**Placement by cell class**

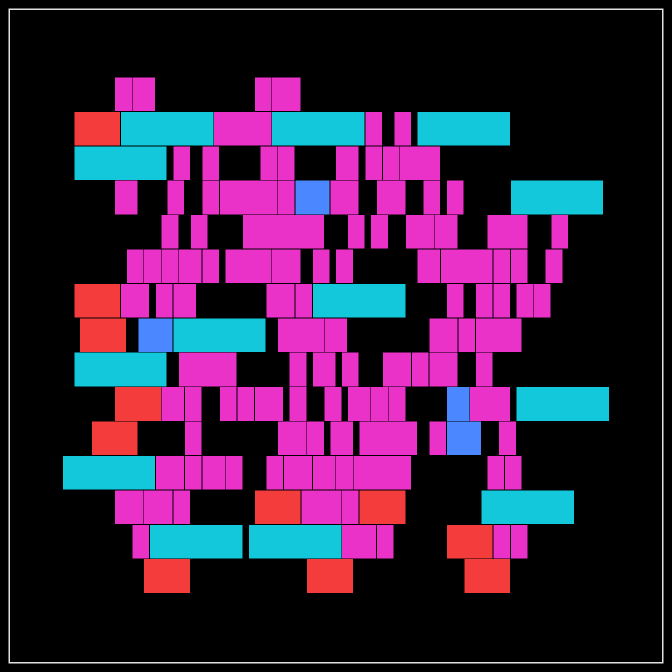
**Gate families picked out**

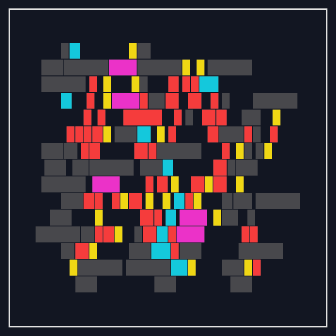
**Clock network drawn from the DEF**

Scale bar: 20 um.
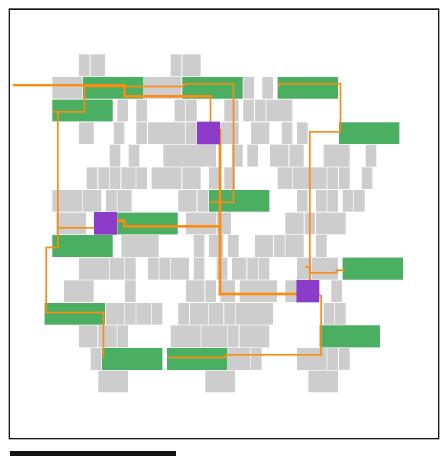
**Where the registers sit**

Other sequential cells in the stronger gray, the rest of the logic in the fainter gray.
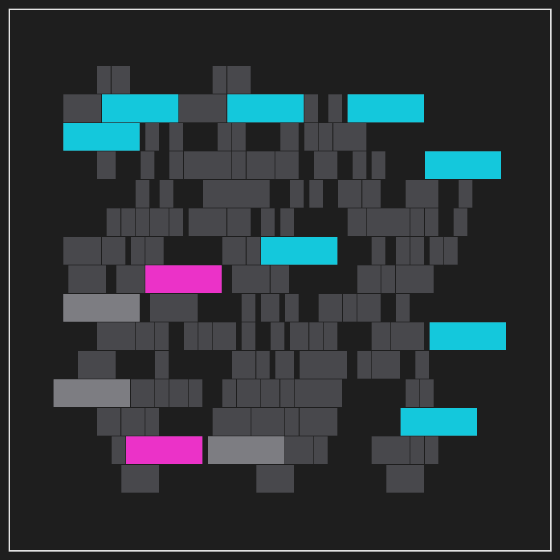
==> src/rtl/host_channel_owner_ctrl.sv <==
// host_channel_owner_ctrl
// Arbitrates ownership of the shared host item channel between the host
// request manager (boot/command sessions) and the debug support unit (DSU).
// Contention is resolved round-robin. A quiet drain interval separates
// sessions so that no item is split across two owners.
// Optional watchdog release of a silent session: define HOST_CHANNEL_WATCHDOG_EN.

module host_channel_owner_ctrl #(
    parameter int unsigned DRAIN_CYCLES    = 4,
    parameter int unsigned CNT_w           = 8,
    parameter int unsigned WATCHDOG_CYCLES = 200
) (
    input  logic       clk,
    input  logic       reset,
    input  logic       boot_req_i,
    input  logic       boot_done_i,
    input  logic       dsu_req_i,
    input  logic       dsu_done_i,
    input  logic       item_valid_i,
    input  logic       item_valid_o,
    output logic       wait_boot,
    output logic       wait_dsu,
    output logic [1:0] owner_o,
    output logic       timeout_o
);

    // The encoding doubles as the owner_o value.
    typedef enum logic [1:0] {
        ST_IDLE  = 2'd0,
        ST_BOOT  = 2'd1,
        ST_DSU   = 2'd2,
        ST_DRAIN = 2'd3
    } state_e;

    // A zero-length drain skips the DRAIN state entirely.
    localparam logic             DRAIN_EN   = (DRAIN_CYCLES != 32'd0);
    localparam logic [CNT_w-1:0] DRAIN_LOAD = DRAIN_EN ? CNT_w'(DRAIN_CYCLES - 32'd1)
                                                       : {CNT_w{1'b0}};
    localparam logic [CNT_w-1:0] CNT_ZERO   = {CNT_w{1'b0}};
    localparam logic [CNT_w-1:0] CNT_ONE    = {{(CNT_w-1){1'b0}}, 1'b1};
    localparam state_e           END_STATE  = DRAIN_EN ? ST_DRAIN : ST_IDLE;

    // Both counters must be able to hold their terminal values.
    if ((DRAIN_CYCLES >= (32'd1 << CNT_w)) || (WATCHDOG_CYCLES >= (32'd1 << CNT_w))) begin : g_param_check
        $error("host_channel_owner_ctrl: DRAIN_CYCLES/WATCHDOG_CYCLES exceed CNT_w range");
    end

    state_e           state_q, state_d;
    logic             last_dsu_q, last_dsu_d;      // 1: DSU held the channel last
    logic [CNT_w-1:0] drain_cnt_q, drain_cnt_d;
    logic             wait_boot_q, wait_boot_d;
    logic             wait_dsu_q, wait_dsu_d;
    logic [1:0]       owner_q, owner_d;
    logic             traffic_s;
    logic             done_s;
    logic             session_end_s;

`ifdef HOST_CHANNEL_WATCHDOG_EN
    localparam logic [CNT_w-1:0] WD_LAST = CNT_w'(WATCHDOG_CYCLES - 32'd1);
    localparam logic [CNT_w-1:0] WD_MAX  = {CNT_w{1'b1}};
    logic [CNT_w-1:0] wd_cnt_q, wd_cnt_d;
    logic             timeout_q, timeout_d;
`endif

    assign traffic_s = item_valid_i | item_valid_o;

    // Next-state, grant arbitration and drain/watchdog counter computation.
    always_comb begin
        state_d       = state_q;
        last_dsu_d    = last_dsu_q;
        drain_cnt_d   = drain_cnt_q;
        done_s        = 1'b0;
        session_end_s = 1'b0;
`ifdef HOST_CHANNEL_WATCHDOG_EN
        timeout_d     = 1'b0;
`endif
        case (state_q)
            ST_IDLE: begin
                drain_cnt_d = CNT_ZERO;
                // On a tie, the requester that did not own the channel last wins.
                if (boot_req_i && (!dsu_req_i || last_dsu_q)) begin
                    state_d    = ST_BOOT;
                    last_dsu_d = 1'b0;
                end else if (dsu_req_i) begin
                    state_d    = ST_DSU;
                    last_dsu_d = 1'b1;
                end else begin
                    state_d    = ST_IDLE;
                end
            end
            ST_BOOT, ST_DSU: begin
                // Only the owner's own done pulse ends the session; the other side is ignored.
                if (state_q == ST_BOOT) begin
                    done_s = boot_done_i;
                end else begin
                    done_s = dsu_done_i;
                end
                if (done_s) begin
                    session_end_s = 1'b1;
`ifdef HOST_CHANNEL_WATCHDOG_EN
                end else if (!traffic_s && (wd_cnt_q == WD_LAST)) begin
                    session_end_s = 1'b1;
                    timeout_d     = 1'b1;
`endif
                end else begin
                    session_end_s = 1'b0;
                end
                if (session_end_s) begin
                    state_d     = END_STATE;
                    drain_cnt_d = DRAIN_LOAD;
                end else begin
                    state_d     = state_q;
                end
            end
            ST_DRAIN: begin
                // Any traffic restarts the quiet interval; the counter never wraps below zero.
                if (traffic_s) begin
                    drain_cnt_d = DRAIN_LOAD;
                end else if (drain_cnt_q == CNT_ZERO) begin
                    state_d     = ST_IDLE;
                    drain_cnt_d = CNT_ZERO;
                end else begin
                    drain_cnt_d = drain_cnt_q - CNT_ONE;
                end
            end
            default: begin
                state_d     = ST_IDLE;
                drain_cnt_d = CNT_ZERO;
            end
        endcase

`ifdef HOST_CHANNEL_WATCHDOG_EN
        // Counts consecutive quiet cycles of a live session; zero outside sessions.
        if (((state_q == ST_BOOT) || (state_q == ST_DSU)) && !session_end_s && !traffic_s) begin
            if (wd_cnt_q == WD_MAX) begin
                wd_cnt_d = wd_cnt_q;
            end else begin
                wd_cnt_d = wd_cnt_q + CNT_ONE;
            end
        end else begin
            wd_cnt_d = CNT_ZERO;
        end
`endif

        wait_boot_d = (state_d == ST_BOOT);
        wait_dsu_d  = (state_d == ST_DSU);
        owner_d     = state_d;
    end

    // State, counters and registered outputs with synchronous reset.
    always_ff @(posedge clk) begin
        if (reset) begin
            state_q     <= ST_IDLE;
            last_dsu_q  <= 1'b1;
            drain_cnt_q <= CNT_ZERO;
            wait_boot_q <= 1'b0;
            wait_dsu_q  <= 1'b0;
            owner_q     <= 2'd0;
`ifdef HOST_CHANNEL_WATCHDOG_EN
            wd_cnt_q    <= CNT_ZERO;
            timeout_q   <= 1'b0;
`endif
        end else begin
            state_q     <= state_d;
            last_dsu_q  <= last_dsu_d;
            drain_cnt_q <= drain_cnt_d;
            wait_boot_q <= wait_boot_d;
            wait_dsu_q  <= wait_dsu_d;
            owner_q     <= owner_d;
`ifdef HOST_CHANNEL_WATCHDOG_EN
            wd_cnt_q    <= wd_cnt_d;
            timeout_q   <= timeout_d;
`endif
        end
    end

    assign wait_boot = wait_boot_q;
    assign wait_dsu  = wait_dsu_q;
    assign owner_o   = owner_q;
`ifdef HOST_CHANNEL_WATCHDOG_EN
    assign timeout_o = timeout_q;
`else
    assign timeout_o = 1'b0;
`endif

`ifdef SIMULATION
    // The channel mux must never see both selects at once.
    a_selects_exclusive: assert property (@(posedge clk) disable iff (reset)
        !(wait_boot_q && wait_dsu_q));
`endif

endmodule
==> config.mk <==
export PLATFORM = sky130hd
export DESIGN_NAME = host_channel_owner_ctrl
export DESIGN_NICKNAME = d
export VERILOG_FILES = /design/src/rtl/host_channel_owner_ctrl.sv
export SDC_FILE = /design/constraint.sdc
export NUM_CORES = 1
export LEC_CHECK = 0
export ABC_AREA = 1
export CORE_MARGIN = 4
export CORE_UTILIZATION = 45
export CTS_BUF_LIST = sky130_fd_sc_hd__clkbuf_4 sky130_fd_sc_hd__clkbuf_8
export DETAILED_ROUTE_END_ITERATION = 8
export PLACE_DENSITY_LB_ADDON = 0.1
export SLEW_MARGIN = 40
export SYNTH_ARGS = -nofsm -noshare
export SYNTH_HDL_FRONTEND = slang
export SYNTH_SLANG_ARGS = --single-unit
==> constraint.sdc <==
create_clock -name clk -period 2.3 [get_ports clk]
set_clock_uncertainty 0.1 [all_clocks]
set_input_delay 0.69 -clock clk [delete_from_list [all_inputs] [get_ports clk]]
set_output_delay 0.69 -clock clk [all_outputs]
set_load 0.01 [all_outputs]
==> run summary <==
impl run done, here's what came out: Routed Antenna Nets=0, Post-CTS Setup Bufs=0, final setup fails=0, Tot GR Track Use=14.1%, hold depth=2, RD Place Congestion=roughly 0.80, wire length on met2=approximately 760 um, crit path DAT=around 1.3 ns, Top FF cell, synth=dfxtp_1, final hold vios=0, Clock Tree Buf Depth=2, Post-synth top cells=29 x nand2_1, 17 x inv_1, 13 x dfxtp_1, 9 x nor2_1, 8 x nand3_1, number of enable flip-flop cells=0, RSZ-0062 raised after global routing=false, wire length on met1=around 790 um, crit path cell chain=clkdlybuf4s50_1, CP max stage delay=0.58 ns, vias in the first global route=662, chip area=0.00266 mm2, diode count=0, mapped cell area=853 um2, CP max FO=6, delay-heaviest family, CP=buffers and inverters, DIE HEIGHT=approximately 50 um, biggest area cells=dfxtp_1 30%, nand2_1 13%, inv_1 7.5%, num rows=15, cell taking the most area after synthesis=dfxtp_1, hold endpoint=drain_cnt_q[1], met3 routed WL=64 um, hpwl dp=1.29 mm, Syn. warnings=0, run status=complete, no violations, yosys stat chip area=853 um2, IO Count=13, CP Class=register to output pin, Final min period=between 2 and 2.5 ns
About 'placement by cell class':
clock drivers and dummy loads -> blue  # cells 4
remaining logic cells -> magenta  # cells 109
remaining buffers and delay cells -> red  # cells 11
registers -> cyan  # cells 13

About 'gate families picked out':
inv cells -> yellow  # cells 25, most used inv_1
aoi and oai cells -> cyan  # cells 10, most used a21oi_1
nand cells -> red  # cells 49, most used nand2_1
fa/ha/maj cells -> magenta  # cells 5, most used ha_1

About 'clock network drawn from the DEF':
clock-net drivers -> purple  # count 3
clock wires -> orange  # length 230 um
flip-flops -> green  # count 13
routed clock nets = 4

About 'where the registers sit':
owner_o -> magenta  # placed flops 2
drain_cnt_q -> cyan  # placed flops 8

==> logic make-up after synthesis <==
family,share of synthesized area (%)
and+or+nand+nor,39.3
buffers and inverters,13.2
DFF,30.5
AOI/OAI and AO/OA,7.18
adders and majority gates,7.33
xor gates and xnor gates,2.05
other,0.439
==> how the worst max path moves through the flow <==
| stage | start | to | slack (ns) |
|---|---|---|---|
| 3_5_place_dp | boot_done_i | drain_cnt_q[5] | 0.18 |
| 6_report | owner_o[0] | owner_o[0] | 0.21 |
| 3_3_place_gp | boot_done_i | drain_cnt_q[5] | 0.23 |
| 5_1_grt | owner_o[0] | owner_o[0] | 0.16 |
| 4_1_cts | owner_o[0] | owner_o[0] | 0.18 |
| 2_1_floorplan | owner_o[1] | drain_cnt_q[2] | 0.76 |
==> per-layer routing <==
layer,GRT usage (%),vias to the layer above
met1,16.6,330
met2,22.7,11
met4,5.24,0
met5,0,-
met3,6.02,3
li1,-,411
==> registers in the layout (all words and copies together) (netlist names) <==
name / flops
owner_o: 2
drain_cnt_q: 8
wait_boot: 1
last_dsu_q: 1
wait_dsu: 1
==> where the power goes <==
part           leakage (nW)  switching (W)  internal (W)
logic                 0.386       0.000256      0.000171
registers             0.106      0.0000316      0.000262
clock network        0.0177      0.0000875     0.0000648
==> worst reg2reg max path, delay by kind of cell, from the launching register on <==
kind / cells / cell delay (ns)
xor gates and xnor gates: 1 / 0.13
DFF: 1 / 0.39
adders and majority gates: 1 / 0.20
buffers and inverters: 4 / 0.25
and+or+nand+nor: 6 / 0.50
==> cells in the final DEF, fill, tap and decap left out <==
| cell type | n |
|---|---|
| nand2_1 | 29 |
| inv_1 | 17 |
| dfxtp_1 | 13 |
| clkdlybuf4s50_1 | 11 |
| nor2_1 | 9 |
| nand3_1 | 8 |
| inv_2 | 7 |
| nand2_2 | 7 |
| a21oi_1 | 5 |
| ha_1 | 5 |
| nor2_2 | 4 |
| nand4_1 | 4 |
| nor3_2 | 3 |
| clkbuf_4 | 3 |
| xor2_1 | 2 |
| nor2_4 | 1 |
| nand3_4 | 1 |
| o21ai_0 | 1 |
| o211ai_1 | 1 |
| clkinv_1 | 1 |
| a31oi_1 | 1 |
| a21oi_2 | 1 |
| o311ai_0 | 1 |
| conb_1 | 1 |
| clkinv_2 | 1 |
==> metrics by stage <==
stage	hold WS, ns	power (W)	area [um2]	cells	setup WS [ns]
4_1_cts	0.416	0.000887	1000	162	0.178
6_report	0.409	0.000872	1000	162	0.206
5_1_grt	0.436	0.000956	1000	162	0.155
3_3_place_gp	0.401	0.000723	976	158	0.226
2_1_floorplan	0.362	0.000638	853	124	0.759
3_5_place_dp	0.400	0.000728	976	158	0.180
==> final cells by class <==
cell class	count	area (um2)	area share [%]
Sequential cell	13	260	25.9
Inverter	25	93.8	9.35
Timing Repair Buffer	11	110	11.0
Clock inverter	1	5.00	0.499
Clock buffer	3	22.5	2.24
Tap cell	25	31.3	3.12
Multi-Input combinational cell	84	480	47.9
Power is estimated from default activity; no workload was simulated.
